Signal metal coverage by tile:
The die is cut into 11 by 11 equal tiles; dark blue is low, red is high, scaled to the fullest tile. Values are wire area over tile area, all layers added.
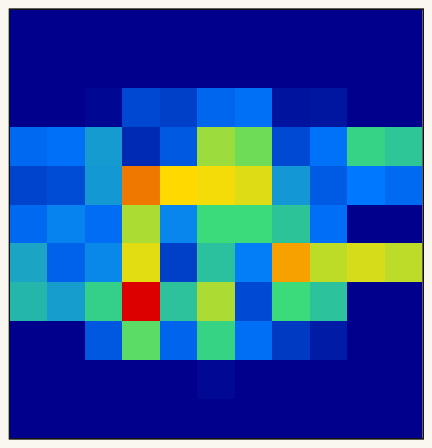
Routed metal, one color a layer:
Only two layers are drawn.
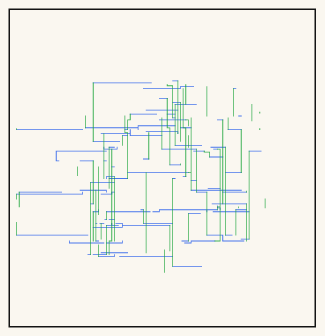
[src/rtl/delay_arbiter.sv]
// Round-robin arbiter sharing one fixed-latency pipelined unit, with a matching tag/valid line routing completions.
// Optional flush support is compiled in when DELAY_ARBITER_FLUSH_EN is defined.
module delay_arbiter #(
    parameter int REQS    = 2,
    parameter int LATENCY = 3,
    localparam int IW     = (LATENCY == 0) ? 1 : $clog2(LATENCY + 1)
) (
    input  logic            clock_i,
    input  logic            reset_ni,
    input  logic [REQS-1:0] req_i,
    input  logic            stall_i,
`ifdef DELAY_ARBITER_FLUSH_EN
    input  logic            flush_i,
`endif
    output logic [REQS-1:0] grant_o,
    output logic            issue_o,
    output logic [REQS-1:0] resp_o,
    output logic [IW-1:0]   inflight_o,
    output logic            busy_o
);

    localparam int PW = (REQS > 1) ? $clog2(REQS) : 1;

    logic [PW-1:0]     ptr_q, ptr_d;
    logic [PW-1:0]     winner;
    logic              anyReq;
    logic              flushW;
    logic              blockGrant;
    logic [2*REQS-1:0] reqDouble;
    logic [REQS-1:0]   reqRot;

`ifdef DELAY_ARBITER_FLUSH_EN
    assign flushW = flush_i;
`else
    assign flushW = 1'b0;
`endif

    // Rotate requests so bit 0 is the current priority holder, then take the first set bit.
    always_comb begin
        int s;
        reqDouble = {req_i, req_i};
        reqRot    = REQS'(reqDouble >> ptr_q);
        winner    = '0;
        anyReq    = 1'b0;
        s         = 0;
        for (int i = 0; i < REQS; i++) begin
            if (!anyReq && reqRot[i]) begin
                anyReq = 1'b1;
                s      = int'(ptr_q) + i;
                if (s >= REQS) s = s - REQS;
                winner = PW'(s);
            end
        end
    end

    assign blockGrant = !reset_ni || stall_i || flushW;
    assign issue_o    = anyReq && !blockGrant;
    assign grant_o    = issue_o ? (REQS'(1) << winner) : '0;

    always_comb begin
        int n;
        ptr_d = ptr_q;
        n     = 0;
        if (issue_o) begin
            n = int'(winner) + 1;
            if (n >= REQS) n = 0;
            ptr_d = PW'(n);
        end
    end

    always_ff @(posedge clock_i or negedge reset_ni) begin
        if (!reset_ni) ptr_q <= '0;
        else           ptr_q <= ptr_d;
    end

    generate
        if (LATENCY > 0) begin : g_pipe
            logic [LATENCY-1:0] v_q, v_d;
            logic [PW-1:0]      t_q [LATENCY];
            logic [PW-1:0]      t_d [LATENCY];
            logic [IW-1:0]      inflight_q, inflight_d;
            logic [REQS-1:0]    respVec;

            // Flush wins over stall; otherwise the whole line shifts only on unstalled cycles.
            always_comb begin
                int cnt;
                v_d = v_q;
                t_d = t_q;
                cnt = 0;
                if (flushW) begin
                    v_d = '0;
                end else if (!stall_i) begin
                    v_d[0] = issue_o;
                    t_d[0] = winner;
                    for (int k = 1; k < LATENCY; k++) begin
                        v_d[k] = v_q[k-1];
                        t_d[k] = t_q[k-1];
                    end
                end
                for (int k = 0; k < LATENCY; k++) begin
                    cnt = cnt + (v_d[k] ? 1 : 0);
                end
                inflight_d = IW'(cnt);
            end

            always_ff @(posedge clock_i or negedge reset_ni) begin
                if (!reset_ni) begin
                    v_q        <= '0;
                    inflight_q <= '0;
                end else begin
                    v_q        <= v_d;
                    inflight_q <= inflight_d;
                end
            end

            always_ff @(posedge clock_i) begin
                t_q <= t_d;
            end

            always_comb begin
                respVec = '0;
                for (int i = 0; i < REQS; i++) begin
                    respVec[i] = v_q[LATENCY-1] && (t_q[LATENCY-1] == PW'(i)) && !stall_i && !flushW;
                end
            end

            assign resp_o     = respVec;
            assign inflight_o = inflight_q;
        end else begin : g_pass
            assign resp_o     = grant_o;
            assign inflight_o = '0;
        end
    endgenerate

    assign busy_o = |inflight_o;

endmodule

[config.mk]
export PLATFORM = sky130hd
export DESIGN_NAME = delay_arbiter
export DESIGN_NICKNAME = d
export VERILOG_FILES = /design/src/rtl/delay_arbiter.sv
export SDC_FILE = /design/constraint.sdc
export NUM_CORES = 1
export LEC_CHECK = 0
export CAP_MARGIN = 20
export CORE_AREA = 8 8 45 47
export CTS_BUF_LIST = sky130_fd_sc_hd__clkbuf_16
export CTS_CLUSTER_SIZE = 40
export DETAILED_ROUTE_END_ITERATION = 10
export DIE_AREA = 0 0 53 55
export PLACE_DENSITY_LB_ADDON = 0.12
export SETUP_SLACK_MARGIN = 0.15
export SLEW_MARGIN = 20
export SYNTH_ARGS = -nofsm -noshare
export SYNTH_HDL_FRONTEND = slang
export SYNTH_SLANG_ARGS = --single-unit
[constraint.sdc]
create_clock -name clock_i -period 3.7 [get_ports clock_i]
set_clock_uncertainty 0.2 [all_clocks]
set_input_delay 0.555 -clock clock_i [delete_from_list [all_inputs] [get_ports clock_i]]
set_output_delay 0.555 -clock clock_i [all_outputs]
set_load 0.005 [all_outputs]
==> summary.txt <==
Physical implementation.

- The run finished with clean final reports.
- Detailed routing placed a total of 119 µm of wire on met3.
- The layout has 3 clock buffers.
- Of the total power, registers draw 0.338.
- Before any placement, the netlist area is recorded as 393 µm².
- In this run the tightest slew margin relative to its limit is 0.722.
- The synthesized area per cell is 13.5 µm².
- The top-level port count is 13.
- The first detailed-routing pass took 2 iterations.
- After synthesis, the share of flip-flops with an asynchronous set or reset is 0.667.
- From the final report, the count of setup violators was given as 0.
- Setup repair after global routing left no endpoint under its margin.
- The clock insertion delay at the later pin of the skew report is 230 ps.
- Clock-pin slew was measured on the worst setup and hold paths at 40 ps.
- The number of gates given a new drive strength after cts is 0.
- Overall power consumption after layout is estimated at 0.380 mW.
- The repair_antennas step left the layout with diodes totalling 0.
- For this run, global-route usage on met2 was measured as 0.104.
- The number of warnings in the stage logs is 26.
- The critical path is of the input port to primary output type.
- The area of all sequential standard cells is 240 µm².
- Entering global routing, the biggest net connects 9 pins.
- Yosys reported a register bit count of 9.
- The critical path maximum fanout is 8.
- The tree is rooted in a sky130_fd_sc_hd__clkbuf_16.
- The number of cells on the worst hold path is 0.
- After synthesis, the largest family of logic cells by area is simple AND/OR/NAND/NOR gates.
- The main area contributors are sky130_fd_sc_hd__dfrtp_1, sky130_fd_sc_hd__edfxtp_1, sky130_fd_sc_hd__mux2_2.
- The height of the die is 55 µm.
- The area taken by multi-input combinational cells is reported as 141 µm².
- For the pin with the worst max-slew slack, the measured transition is 416 ps.
- The adder and majority gate portion of the synthesized area is 0.0510.
- The area of the placeable core is 0.00138 mm².
- Counting only logic cells after layout, the most numerous master is sky130_fd_sc_hd__clkdlybuf4s50_1.
- The depth of the critical timing path with buffers and inverters included is 4.
- The share of cell area taken by flip-flops and latches is 0.393.
- Counting cells, the worst reg-to-reg path comes to 2.
- The biggest slice of the area belongs to flip-flops and latches.
- The count of fill cells added during filler insertion is 129.
- For this design, the slowest cell found on the critical path is sky130_fd_sc_hd__clkdlybuf4s50_1.
- Across the placement rows, the number of tap cells is 16.
- The critical path in the final layout is reported with a setup slack of 778 ps.
- The required arrival time at the worst endpoint is 2940 ps.
- The share of post-route cells with drive strength above 1 is 0.200.
- The initialized floorplan defines 14 standard-cell rows.
- In the synthesized netlist, the cells that appear most often are sky130_fd_sc_hd__dfrtp_1, sky130_fd_sc_hd__edfxtp_1, sky130_fd_sc_hd__inv_1.
- The max-slew violation count is 0.
- The data arrival time of the worst path is 2170 ps.
- In the layout the commonest cells are sky130_fd_sc_hd__clkdlybuf4s50_1, sky130_fd_sc_hd__dfrtp_1, sky130_fd_sc_hd__inv_1.
- The clock tree from TritonCTS is done.
- Of the post-synthesis cell area, the dominant cell type holds 0.382.
- According to the finish report, the design has a final net count of 52.
- The number of multi-input combinational cells in the layout is 17.
- In the final layout, excluding clock buffers the buffer count is 12.
- The number of non-clock inverters in the layout is 3.
- The max-capacitance violation count is 0.
- The number of buffers created by CTS is 3.
- The number of DRC markers after the initial detailed-route iteration is 2.
- The maximum VDD drop is 0.214 mV.
- The most numerous cell type found on the critical path is sky130_fd_sc_hd__clkdlybuf4s50_1.
- The biggest area contributor in the post-synthesis netlist is sky130_fd_sc_hd__dfrtp_1.
- The flow reported a cell area power density of 621 mW/mm².
- Compared with the post-synthesis result, the final layout area differs by 55.7%.
- The kind of end point of the critical path is a primary output.
- The proportion of final cell area spent on non-clock buffers is 0.196.
- The uppermost metal layer occupied by signal nets is met4.
- The cell count after synthesis came out at 29.
- The layout stage reports a final design area of 612 µm².
- The count of H-tree levels built during CTS is 1.
- The power of the sequential group is 0.129 mW.
- The static leakage power is 0.264 nW.
- Of the total synthesized cell area, the portion taken by XOR and XNOR cells is 0.
- The cell family with the largest share of critical-path delay is buffers and inverters.
- For this run, the share of the core covered by cells in the final layout is 0.442.
- The warning tally printed by Yosys for this design is 0.
- The main flop type is sky130_fd_sc_hd__dfrtp_1.
## Picture notes: 'signal metal coverage by tile'
47% of the tiles are nearly empty. 12% of the tiles are over half the peak. The fullest tile reaches 0.26.
Tot GR Track Use: 0.0683
wire length per cell: 14.0 µm

## Picture notes: 'routed metal, one color a layer'
Blue marks met1, wire length 336 µm. Green marks met2, wire length 383 µm.
Final Routed Wirelength: 852 µm
routed vias: 284

Power figures rest on the tool's default switching activity, not on a simulated workload.
